File: src/rtl/prog_delay_line.sv
// Runtime-programmable sample delay line built on a circular buffer.
// The ring length follows cur_delay; a load or reset flushes the line.
module prog_delay_line #(
  parameter int WIDTH         = 8,
  parameter int MAX_DEPTH     = 90,
  parameter int DEFAULT_DELAY = 30,
  parameter int DW            = $clog2(MAX_DEPTH + 1)
) (
  input  logic             clk,
  input  logic             rst,
  input  logic             en,
  input  logic [WIDTH-1:0] din,
  input  logic [DW-1:0]    delay_in,
  input  logic             delay_load,
  output logic [WIDTH-1:0] dout,
  output logic             dout_valid,
  output logic [DW-1:0]    cur_delay
);

  logic [WIDTH-1:0] mem [MAX_DEPTH];
  logic [DW-1:0]    ptr;
  logic [DW-1:0]    fill;
  logic [DW-1:0]    clamped;
  logic [WIDTH-1:0] rd;
  logic             adv;

  always_comb begin
    clamped = delay_in;
    unique case (1'b1)
      delay_in == '0:               clamped = DW'(1);
      delay_in > DW'(MAX_DEPTH):    clamped = DW'(MAX_DEPTH);
      default:                      clamped = delay_in;
    endcase
  end

  assign adv = en && !delay_load && !rst;
  assign rd  = mem[ptr];

  // storage carries no reset; dout_valid gating hides stale entries
  always_ff @(posedge clk) begin
    if (adv) mem[ptr] <= din;
  end

  always_ff @(posedge clk) begin
    if (rst) begin
      ptr        <= '0;
      fill       <= '0;
      dout       <= '0;
      dout_valid <= 1'b0;
      cur_delay  <= DW'(DEFAULT_DELAY);
    end else if (delay_load) begin
      ptr        <= '0;
      fill       <= '0;
      dout       <= '0;
      dout_valid <= 1'b0;
      cur_delay  <= clamped;
    end else if (en) begin
      ptr <= (ptr == cur_delay - DW'(1)) ? '0 : ptr + DW'(1);
      if (fill == cur_delay) begin
        dout       <= rd;
        dout_valid <= 1'b1;
      end else begin
        dout       <= '0;
        dout_valid <= 1'b0;
        fill       <= fill + DW'(1);
      end
    end
  end

endmodule

File: config.mk
export PLATFORM = sky130hd
export DESIGN_NAME = prog_delay_line
export DESIGN_NICKNAME = d
export VERILOG_FILES = /design/src/rtl/prog_delay_line.sv
export SDC_FILE = /design/constraint.sdc
export NUM_CORES = 1
export LEC_CHECK = 0
export ABC_AREA = 1
export CAP_MARGIN = 15
export CORE_AREA = 2 2 282 284
export DETAILED_ROUTE_END_ITERATION = 10
export DIE_AREA = 0 0 284 286
export PLACE_DENSITY = 0.57
export REMOVE_ABC_BUFFERS = 1
export SLEW_MARGIN = 20
export SYNTH_ARGS = -nofsm -noshare
export SYNTH_HDL_FRONTEND = slang
export SYNTH_SLANG_ARGS = --single-unit
File: constraint.sdc
create_clock -name clk -period 4 [get_ports clk]
set_clock_uncertainty 0.15 [all_clocks]
set_input_delay 0.4 -clock clk [delete_from_list [all_inputs] [get_ports clk]]
set_output_delay 0.4 -clock clk [all_outputs]
set_load 0.02 [all_outputs]
**Run 1: I/O nets highlighted**

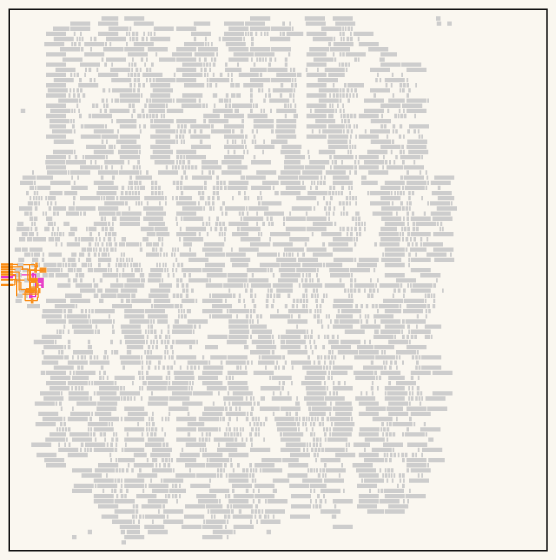
`rst`: in magenta, direction input, end cells 4, buffers 1, wire 31.5 µm. `delay_in`: in orange, direction input, end cells 11, buffers 7, wire 169 µm.

**Run 1: wire density map**

The die is cut into 28 by 29 equal tiles; black is low, pale yellow is high, scaled to the fullest tile. Values are wire area over tile area, all layers added.
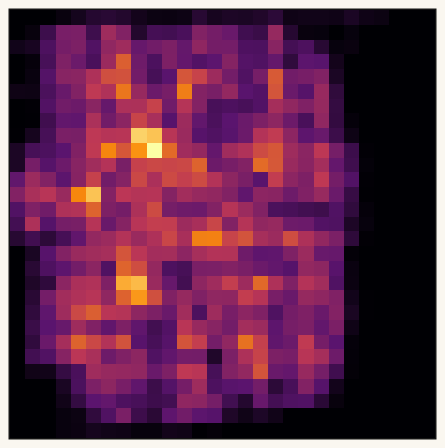
25% of the tiles are nearly empty. The fullest tile reaches 0.69. The mean over all tiles is 0.17. The emptiest ninth of the die: upper right. The densest ninth of the die: center.

==> run summary, run 1 <==
fresh numbers from the pnr run: register area share after synthesis=0.718, post-synthesis adder-cell area fraction=0.00121, share of the synthesized area in the top cell type=0.695, Gate Area=between 0.007 and 0.008 mm², Log Warnings=31, Largest regs=mem x720, dout x8, Hold Path Cell Cnt=1, worst slew pin tran=about 1100 ps, run status=finished, final reports clean, Die Width=about 280 µm, pre-CTS setup slack=between 600 and 700 ps, Fin Setup TNS=0 ps, Final Critical Period=approximately 3000 ps, Top delay family on crit path=simple AND/OR/NAND/NOR gates, syn_area_per_cell=approximately 11 µm², root buffer cell=clkbuf_16, RSZ-0062 raised after global routing=no, fin nets=between 2000 and 3000, largest net degree at the start of global routing=approximately 260, highest metal used=met4, Core Rows=between 100 and 150, Worst path max stage delay=between 700 and 800 ps, Leading cell kind=flip-flops and latches, Netlist cell types=34, Comb area share=0.219, ant diodes=0, worst r2r path cells=6, Antenna Violating Nets Remaining=0, Non-CTS inverters=37, Final Hold Vio Count=0, Registers, synthesis=757, Mapped Cells=2708, hold path endpoint=mem[50][3]$_DFFE_PP_, Finished Layout Cells=about 3800, gr busiest metal=met2, DR DRC count=0, Req. time, crit path=between 4000 and 5000 ps, clk buf depth=3, Basic Gates by Area=0.224, Total GRT Usage=0.204, placed cells=approximately 3700, dominant kind of combinational cell=simple AND/OR/NAND/NOR gates, XORs/XNORs by Area=0.00535, Comb pwr share=0.038, P_int=13.0 mW, FF+latch area=roughly 0.022 mm², Top cells excl fill/tap=nand2_1, edfxtp_1, nand3_1, filler cell count=between 7000 and 8000, Slew Viols, Final=0, met2 usage=0.331, YS warnings=0, most numerous cell in the Yosys netlist=nand2_1, Final Util=0.444, met3 WL=5980 µm, post-route cell area=0.0348 mm², I/O Pins=35, min setup slack post-route=1000 ps, tap cells=1050, number of logic gates=approximately 1700, placer congestion estimate=~0.89, Biggest consumer=sequential cells, Crit Path Class=flip-flop to flip-flop, Psw=approximately 3.5 mW, ys flop type=edfxtp_1, clock transition at the registers of the reported paths=approximately 60 ps, flop share of the area=0.643
**Run 1: signal wires on met3**

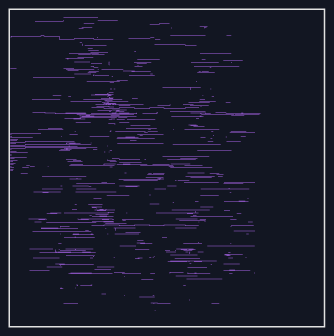
The layer holds 7.2% of the routed length. 229 nets have wire on it. The layer carries 5980 µm of wire. The wires run mostly horizontal.
GRT met3 Usage: 0.0313
total number of vias: 20500
drt total wl: 83300 µm

==> run 1 -> run 2 <==
==> constraint.sdc (replaced) <==
create_clock -name clk -period 3 [get_ports clk]
set_clock_uncertainty 0.15 [all_clocks]
set_input_delay 0.3 -clock clk [delete_from_list [all_inputs] [get_ports clk]]
set_output_delay 0.3 -clock clk [all_outputs]
set_load 0.02 [all_outputs]
**Run 2: signal wires on met3**

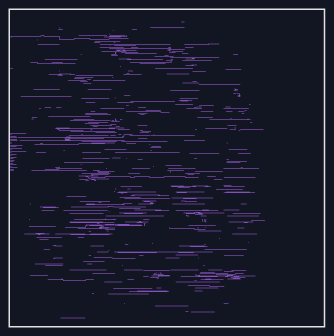
The layer holds 7.9% of the routed length. The layer carries 6720 µm of wire. The longest straight run is 95.7 µm.

**Run 2: sequential cells colored by netlist name**

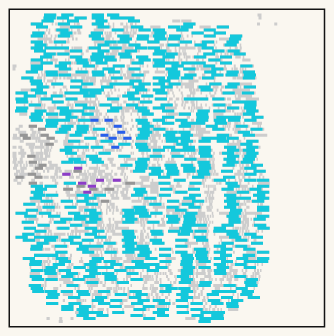
`ptr`: in purple, sequential cells 7, where middle left. `dout`: in blue, sequential cells 8. `mem`: in cyan, sequential cells 720.

**Run 2: placement view**

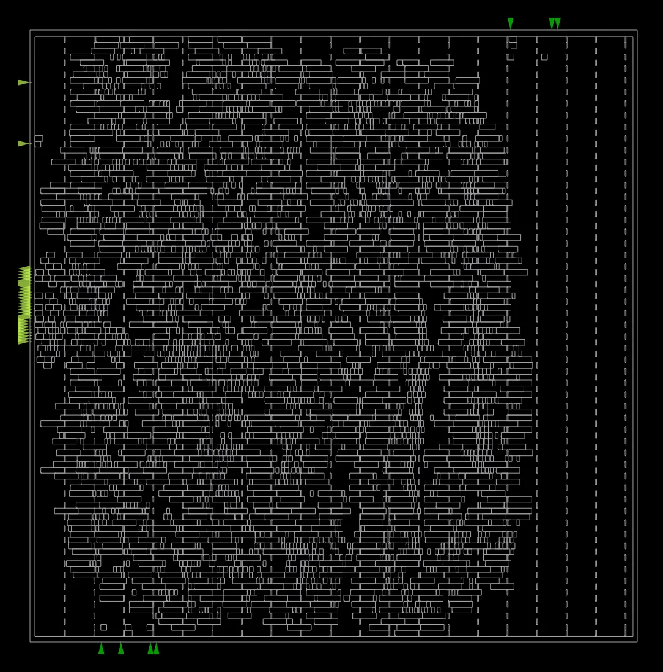
Finished Layout Cells: 3912
Final Util: 0.455
core area: 0.0784 mm²
Core Rows: 103

==> run 2 against run 1 <==
Register-to-register slack got worse by 530 ps. Clock power rose by about 30%. Largest power group unchanged. Critical path depth is 5 higher. Global-route usage is 0.35 points higher. Flip-flop count unchanged. Die size did not move. Highest routed layer unchanged.
==> run summary, run 2 <==
fresh numbers from the pnr run: slowest cell on the critical path=buf_12, Leak=between 10 and 15 nW, Top cells excl fill/tap=nand2_1, edfxtp_1, nand3_1, clock power share=0.431, CTS tree=done, switch share=0.211, metal1 wirelength=roughly 36000 µm, mux cell area share after synthesis=0, Yosys chip area=0.0311 mm², Netlist cell types=34, Total GRT Usage=0.207, Max FO, Critical Path=144, Log Warnings=31, vias in the first global route=between 20000 and 25000, placed cells=approximately 3800, most frequent logic cell in the layout=nand2_1, register area share after synthesis=0.718, DR DRC count=0, filler cell count=a little over 7000, Cell area leaders=edfxtp_1, nand2_1, nand3_1, dfxtp_1, nor2_1, ys flop type=edfxtp_1, FP Util=0.397, final-layout non-clock buffer area share=0.0477, clock transition at the registers of the reported paths=approximately 60 ps, Mapped Cells=approximately 2700, Yosys Instances=between 2000 and 3000, Top delay family on crit path=simple AND/OR/NAND/NOR gates, Reg power frac=0.530, critical path depth=11, share of cells above drive strength 1=0.0919, Final period util=0.842, end of the worst register-to-register path=dout[4]$_SDFFE_PP0P_, post-layout power=roughly 22 mW, number of logic gates=around 1700, # clk buffers=between 100 and 150, Worst path max stage delay=approximately 450 ps, worst slew pin tran=751 ps, Max Cap Viol=0, most numerous cell in the Yosys netlist=nand2_1, Num Clock Sinks=between 700 and 800, post-synthesis adder-cell area fraction=0.00121, PwrDens=approximately 610 mW/mm², flop-to-flop setup slack=between 400 and 500 ps, initial antenna violation count=0, post-route cell area=~0.036 mm², max FFs per register=around 720, Final Hold Vio Count=0, Setup Buffers After CTS=0, vias per cell=around 5.4, IO Port Bufs=34, WHS=between 20 and 25 ps, run status=finished, final reports clean, Psw=4.61 mW, Antenna Violating Nets Remaining=0, gr busiest metal=met2, Synth top cells by count=nand2_1, edfxtp_1, nand3_1, # setup viols final=0, Post-Syn Area=0.0311 mm², total number of vias=between 20000 and 25000, Fin Setup TNS=0 ps, share of the synthesized area in the top cell type=0.695, most flop-heavy register=mem, fin nets=2821, global route overflow=0, Largest regs=mem x720, dout x8, Comb pwr share=0.039, RSZ-0062 raised after global routing=no, Basic Gates by Area=0.224, worst-skew pair later-pin latency=roughly 630 ps, placer congestion estimate=between 0.8 and 0.9, Chip Area=approximately 0.08 mm², Flops=about 760, Non-CTS inverters=37, Critical Path Start Type=flip-flop, largest net degree at the start of global routing=about 150, Max-slew headroom=0.498, sequential group power=11.6 mW, P_int=about 17 mW, fraction of registers with async set/reset=0, Registers, synthesis=757, Leading cell kind=flip-flops and latches, CP Buf/Inv Count=1, min setup slack post-route=approximately 480 ps, FF+latch area=0.0224 mm², CP Cell Sequence=buf_12, nand2_1, nand3_1, nand3_1, nand2_1, nand2_1, nand3_1, nand3_1, nand3_1, nand2_1, a21oi_1, GRT met3 Usage=0.0307, clk buf depth=3, clk tree area frac=0.0695, WL/cell=21.7 µm, YS warnings=0, Complex Gates by Area=0.0150, most used cell, CP=nand3_1, syn_area_per_cell=~11 µm², flop share of the area=0.628, Max VDD drop=~0.00038 V, Die Width=284 µm, hold path endpoint=mem[47][1]$_DFFE_PP_, Post-CTS Resized=0, worst r2r path cells=11, Req. time, crit path=around 3400 ps, Worst Hold Class=input pin to flip-flop, met3 WL=around 6700 µm, highest metal used=met4, Final Critical Period=2520 ps, Chip Height=286 µm, first-iteration detailed-routing DRC count=2129, Placed Area=~0.033 mm², pre-CTS setup slack=about 110 ps, root buffer cell=clkbuf_16, ant diodes=0, DP Wirelength=around 53000 µm, met2 usage=0.342, met1 Track Usage GR=0.286, Slew Viols, Final=0, Power Combinational=862 µW, XORs/XNORs by Area=0.00535, tap cells=1050, H-tree levels=3, CTS Hold Bufs=3, drt total wl=between 80000 and 90000 µm, dominant kind of combinational cell=simple AND/OR/NAND/NOR gates, Power Clock=approximately 9.4 mW, I/O Pins=35, Biggest consumer=sequential cells, Crit Path Class=flip-flop to flip-flop, largest area contributor in the netlist=edfxtp_1, Initial DRT Pass Iterations=6, Gate Area=0.00763 mm², buffers outside the clock class=177, first-pass GRT wire length=roughly 130000 µm, Hold Path Cell Cnt=1, Critical Path End=dout[4]$_SDFFE_PP0P_, Comb area share=0.214, EDFF count, synth=about 720, crit end category=flip-flop
Power is estimated from default activity; no workload was simulated.
